==> images/congestion_map.png <==
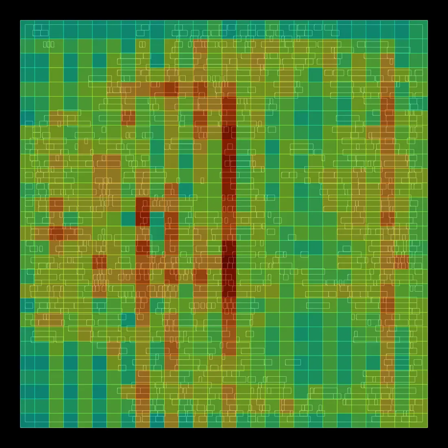
==> images/ff_map.png <==
Drawn at 1.5 px/µm.
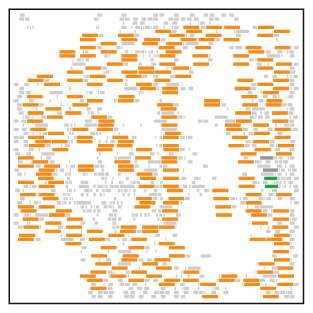
**config.mk**
```make
export PLATFORM = sky130hd
export DESIGN_NAME = decode_pipe
export DESIGN_NICKNAME = d
export VERILOG_FILES = /design/src/rtl/decode_pipe.sv
export SDC_FILE = /design/constraint.sdc
export NUM_CORES = 1
export LEC_CHECK = 0
export CORE_MARGIN = 2
export CORE_UTILIZATION = 30
export CTS_CLUSTER_DIAMETER = 150
export DETAILED_ROUTE_END_ITERATION = 8
export GPL_ROUTABILITY_DRIVEN = 0
export PLACE_DENSITY = 0.55
export SYNTH_ARGS = -nofsm -noshare
export SYNTH_HDL_FRONTEND = slang
export SYNTH_SLANG_ARGS = --single-unit
export TNS_END_PERCENT = 1
```
**constraint.sdc**
```tcl
create_clock -name clk -period 8.3 [get_ports clk]
set_input_delay 1.66 -clock clk [delete_from_list [all_inputs] [get_ports clk]]
set_output_delay 1.66 -clock clk [all_outputs]
set_load 0.01 [all_outputs]
```
**src/rtl/decode_pipe.sv**
```systemverilog
// RV32 instruction decoder feeding a small FIFO of fully decoded records.
// Output fields come from the FIFO head and read as zero whenever it is empty.
module decode_pipe #(
  parameter int DWIDTH = 32,
  parameter int AWIDTH = 32,
  parameter int DEPTH  = 2
) (
  input  logic                       clk,
  input  logic                       rst,
  input  logic                       in_valid_i,
  output logic                       in_ready_o,
  input  logic [AWIDTH-1:0]          pc_i,
  input  logic [DWIDTH-1:0]          insn_i,
  input  logic                       flush_i,
  output logic                       out_valid_o,
  input  logic                       out_ready_i,
  output logic [AWIDTH-1:0]          pc_o,
  output logic [DWIDTH-1:0]          insn_o,
  output logic [6:0]                 opcode_o,
  output logic [4:0]                 rd_o,
  output logic [4:0]                 rs1_o,
  output logic [4:0]                 rs2_o,
  output logic [2:0]                 funct3_o,
  output logic [6:0]                 funct7_o,
  output logic [4:0]                 shamt_o,
  output logic [DWIDTH-1:0]          imm_o,
  output logic                       illegal_o,
  output logic [$clog2(DEPTH):0]     count_o
);

  localparam int PW = $clog2(DEPTH);
  localparam int CW = PW + 1;

  typedef enum logic [6:0] {
    OP_R      = 7'b0110011,
    OP_IMM    = 7'b0010011,
    OP_LOAD   = 7'b0000011,
    OP_JALR   = 7'b1100111,
    OP_STORE  = 7'b0100011,
    OP_BRANCH = 7'b1100011,
    OP_LUI    = 7'b0110111,
    OP_AUIPC  = 7'b0010111,
    OP_JAL    = 7'b1101111
  } opcode_e;

  typedef struct packed {
    logic [AWIDTH-1:0] pc;
    logic [DWIDTH-1:0] insn;
    logic [6:0]        opcode;
    logic [4:0]        rd;
    logic [4:0]        rs1;
    logic [4:0]        rs2;
    logic [2:0]        funct3;
    logic [6:0]        funct7;
    logic [4:0]        shamt;
    logic [DWIDTH-1:0] imm;
    logic              illegal;
  } rec_t;

  rec_t              dec;
  rec_t              head;
  rec_t              mem [DEPTH];
  logic              bad;
  logic [2:0]        f3;
  logic [6:0]        f7;
  logic [DWIDTH-1:0] imm_i, imm_s, imm_b, imm_u, imm_j;
  logic [PW-1:0]     wr_ptr, rd_ptr;
  logic [CW-1:0]     count;
  logic              push, pop;

  assign f3    = insn_i[14:12];
  assign f7    = insn_i[31:25];
  assign imm_i = DWIDTH'($signed(insn_i[31:20]));
  assign imm_s = DWIDTH'($signed({insn_i[31:25], insn_i[11:7]}));
  assign imm_b = DWIDTH'($signed({insn_i[31], insn_i[7], insn_i[30:25], insn_i[11:8], 1'b0}));
  assign imm_u = DWIDTH'($signed({insn_i[31:12], 12'b0}));
  assign imm_j = DWIDTH'($signed({insn_i[31], insn_i[19:12], insn_i[20], insn_i[30:21], 1'b0}));

  always_comb begin
    dec        = '0;
    bad        = 1'b0;
    dec.pc     = pc_i;
    dec.insn   = insn_i;
    dec.opcode = insn_i[6:0];
    case (insn_i[6:0])
      OP_R: begin
        dec.rd     = insn_i[11:7];
        dec.funct3 = f3;
        dec.rs1    = insn_i[19:15];
        dec.rs2    = insn_i[24:20];
        dec.funct7 = f7;
        bad = !((f7 == 7'h00) || ((f7 == 7'h20) && ((f3 == 3'b000) || (f3 == 3'b101))));
      end
      OP_IMM: begin
        dec.rd     = insn_i[11:7];
        dec.funct3 = f3;
        dec.rs1    = insn_i[19:15];
        dec.imm    = imm_i;
        if (f3 == 3'b001 || f3 == 3'b101) begin
          dec.shamt  = insn_i[24:20];
          dec.funct7 = f7;
          bad = (f3 == 3'b001) ? (f7 != 7'h00) : ((f7 != 7'h00) && (f7 != 7'h20));
        end
      end
      OP_LOAD, OP_JALR: begin
        dec.rd     = insn_i[11:7];
        dec.funct3 = f3;
        dec.rs1    = insn_i[19:15];
        dec.imm    = imm_i;
        if (insn_i[6:0] == OP_JALR) bad = (f3 != 3'b000);
        else                        bad = (f3 == 3'b011) || (f3 == 3'b110) || (f3 == 3'b111);
      end
      OP_STORE, OP_BRANCH: begin
        dec.funct3 = f3;
        dec.rs1    = insn_i[19:15];
        dec.rs2    = insn_i[24:20];
        if (insn_i[6:0] == OP_STORE) begin
          dec.imm = imm_s;
          bad     = (f3 >= 3'b011);
        end else begin
          dec.imm = imm_b;
          bad     = (f3 == 3'b010) || (f3 == 3'b011);
        end
      end
      OP_LUI, OP_AUIPC: begin
        dec.rd  = insn_i[11:7];
        dec.imm = imm_u;
      end
      OP_JAL: begin
        dec.rd  = insn_i[11:7];
        dec.imm = imm_j;
      end
      default: bad = 1'b1;
    endcase
    // Illegal entries keep only pc/insn/opcode so downstream sees no stale fields.
    if (bad || (insn_i[1:0] != 2'b11)) begin
      dec         = '0;
      dec.pc      = pc_i;
      dec.insn    = insn_i;
      dec.opcode  = insn_i[6:0];
      dec.illegal = 1'b1;
    end
  end

  assign in_ready_o  = (count < CW'(DEPTH)) & ~flush_i;
  assign out_valid_o = (count != '0);
  assign push        = in_valid_i & in_ready_o;
  assign pop         = out_valid_o & out_ready_i & ~flush_i;

  always_ff @(posedge clk or negedge rst) begin
    if (!rst) begin
      count  <= '0;
      wr_ptr <= '0;
      rd_ptr <= '0;
    end else if (flush_i) begin
      count  <= '0;
      wr_ptr <= '0;
      rd_ptr <= '0;
    end else begin
      if (push) wr_ptr <= wr_ptr + PW'(1);
      if (pop)  rd_ptr <= rd_ptr + PW'(1);
      case ({push, pop})
        2'b10:   count <= count + CW'(1);
        2'b01:   count <= count - CW'(1);
        default: count <= count;
      endcase
    end
  end

  always_ff @(posedge clk) begin
    if (push) mem[wr_ptr] <= dec;
  end

  // Gating by occupancy makes reset and flush clear every field without clearing storage.
  assign head = out_valid_o ? mem[rd_ptr] : '0;

  assign pc_o      = head.pc;
  assign insn_o    = head.insn;
  assign opcode_o  = head.opcode;
  assign rd_o      = head.rd;
  assign rs1_o     = head.rs1;
  assign rs2_o     = head.rs2;
  assign funct3_o  = head.funct3;
  assign funct7_o  = head.funct7;
  assign shamt_o   = head.shamt;
  assign imm_o     = head.imm;
  assign illegal_o = head.illegal;
  assign count_o   = count;

endmodule

```
==> impl_metrics.env <==
# yosys + openroad results
export IMPL_powerComb_mw=0.411
export IMPL_power_mw=3.14
export IMPL_crit_fanout=110
export IMPL_p_switching_mw=0.750
export IMPL_grt_max_degree=111
export IMPL_relSlewSlack=0.228
export IMPL_area_growth_pct=31.7
export IMPL_ys_seq_frac=0.705
export IMPL_switching_share=0.239
export IMPL_die_x_um=195
export IMPL_worst_hold_path_endpoint="wr_ptr$_DFFE_PN0P_"
export IMPL_postCtsResizedCells=0
export IMPL_syn_inst=768
export IMPL_yosys_cells=768
export IMPL_maxCapViolCount=0
export IMPL_setup_tns_ns=0
export IMPL_flop_cell="edfxtp_1"
export IMPL_finalMaxSlewViolations=0
export IMPL_drtAntennaViolNets=0
export IMPL_crit_type="reg -> out"
export IMPL_internal_power_mw=2.39
export IMPL_vias=6854
export IMPL_chip_area_um2=38100
export IMPL_ys_types=54
export IMPL_clockRootBuffer="clkbuf_16"
export IMPL_crit_arrival_ns=3.13
export IMPL_vias_per_cell=4.68
export IMPL_reg2reg_from="count_o[1]$_DFFE_PN0P_"
export IMPL_final_setup_skew_ns=0.0179
export IMPL_crit_required_ns=6.64
export IMPL_setup_worst_path_start="rd_ptr$_DFFE_PN0P_"
export IMPL_wirelength_um=28200
export IMPL_path_clk_slew_ns=0.06
export IMPL_critPathLaunchType="register"
export IMPL_fillers=3459
export IMPL_io_pins=207
export IMPL_syn_area_um2=11000
export IMPL_num_nets_final=1041
export IMPL_clock_latency_ns=0.57
export IMPL_powerClk_mw=1.23
export IMPL_cts_sinks=258
export IMPL_htreeDepth=1
export IMPL_cp_num_cells=4
export IMPL_top_power_group="registers"
export IMPL_max_freq_mhz=209
export IMPL_finalSetupViolCount=0
export IMPL_drtIter0Drc=382
export IMPL_post_cts_buffers=0
export IMPL_dp_slack_ns=3.49
export IMPL_seqPwrFrac=0.478
export IMPL_ctsHoldBuffers=0
export IMPL_dp_cells=1408
export IMPL_fp_util=0.302
export IMPL_r2r_cells=3
export IMPL_rrSetupSlack_ns=6.26
export IMPL_antenna_found_initial=1
export IMPL_final_layout_top_logic_cells="edfxtp_1 (254), clkdlybuf4s50_1 (206), nor2_1 (139), mux2i_1 (127), clkbuf_16 (30)"
export IMPL_numSynthFlops=258
export IMPL_rows=70
export IMPL_critPathTopFamily="buffers and inverters"
export IMPL_powerSeq_mw=1.50
export IMPL_leakage_nw=4.69
export IMPL_hp_class="reg -> reg"
export IMPL_critPathCapture="funct3_o[0]"
export IMPL_clk_path_buf_depth=3
export IMPL_clockPowerShare=0.391
export IMPL_critPathBufInv=2
export IMPL_powerDensity_nw_per_um2=217
export IMPL_worst_slack_ns=3.51
export IMPL_combPwrFrac=0.131
export IMPL_drcViolationCount=0
export IMPL_cp_end_kind="primary output"
export IMPL_tightest_slew_ns=1.15
export IMPL_io_buffers=206
export IMPL_yosys_area_um2=11000
export IMPL_irDropWorstVdd_v=0.000155
export IMPL_fin_cells=1464
export IMPL_avgSynthCellArea_um2=14.3
export IMPL_core_area_um2=36300
export IMPL_status="finished, final reports clean"
export IMPL_synth_edff_count=254
export IMPL_num_antenna_cells=0
export IMPL_yosysWarnings=0
export IMPL_slowest_delay_ns=0.67
export IMPL_openroad_warnings=28
export IMPL_rsz0062_at_grt="false"
export IMPL_cp_cell_sequence="buf_12 > mux2i_1 > nor2_1 > clkdlybuf4s50_1"
export IMPL_cts_tree="yes"
export IMPL_die_height_um=195
export IMPL_min_from="wr_ptr$_DFFE_PN0P_"
export IMPL_slowest_stage="dfrtp_4"
export IMPL_grt_pass1_wl_um=42000
export IMPL_grt_pass1_vias=6823
export IMPL_grt_ovfl_total=0
export IMPL_report_final_hold_viol_count=0
export IMPL_lay_top_count="edfxtp_1"
export IMPL_finalCriticalPeriod_ns=4.79
export IMPL_dr_pass1_iters=4
export IMPL_holdPathStages=2
export IMPL_drive_gt1_frac=0.0693
export IMPL_worstReg2RegEnd="mem[1][47]$_DFFE_PP_"
Notes on congestion_map.png above:
Global Route Usage Sum: 0.144
final core utilization: 0.398
Global Route met2 Usage: 0.227
GRT busiest layer: met2
Routed wire per std cell: 19.3 µm

Notes on ff_map.png above:
[count_o] green | placed flops: 2
[mem] orange | placed flops: 254 | where: widely spread

[through the flow]
stage | cell area, µm² | hold slack, ns
2_1_floorplan | 11000 | 0.524
3_3_place_gp | 13500 | 0.628
3_5_place_dp | 13500 | 0.642
4_1_cts | 14400 | 0.653
5_1_grt | 14400 | 0.671
6_report | 14400 | 0.658
[layer usage]
layer / track usage / vias to the layer above / wire length, µm
li1: - / 3264 / -
met1: 0.202 / 3318 / 12800
met2: 0.227 / 219 / 12700
met3: 0.0294 / 51 / 1960
met4: 0.0441 / 2 / 726
met5: 0 / - / 11
[logic make-up (layout without fill, tap and decap cells)]
| group | count (synthesis) | after routing | synth area share |
|---|---|---|---|
| DFF | 258 | 258 | 0.705 |
| and+or+nand+nor | 257 | 257 | 0.109 |
| muxes | 128 | 128 | 0.117 |
| buffers and inverters | 66 | 283 | 0.0289 |
| other | 1 | 12 | 0.000342 |
| AOI/OAI and AO/OA | 55 | 55 | 0.0371 |
| xor gates and xnor gates | 3 | 3 | 0.00240 |
[area by class of cell]
class	count	area, µm²	share of cell area
repair buffers	216	2160	0.150
flip-flops and latches	258	7730	0.536
clock inverters	15	109	0.00754
clock buffers	41	812	0.0563
well taps	468	586	0.0406
multi-input cells	455	2990	0.207
inverters	11	41.3	0.00286
[cells in the mapped netlist, drive strengths merged, types with 9 or more instances]
library cell,n,area share
clkbuf,23,0.0079
buf,32,0.017
a21oi,16,0.0073
nand2,28,0.0096
a211oi,13,0.0089
nor4,27,0.015
inv,11,0.0038
nor3,19,0.0087
nand3,9,0.0041
mux2i,127,0.12
nor2,141,0.048
edfxtp,254,0.70
[sequential cells by signal, summed over array words and instances, names as in the netlist]
register  cells
mem         254
count_o       2
rd_ptr        1
wr_ptr        1
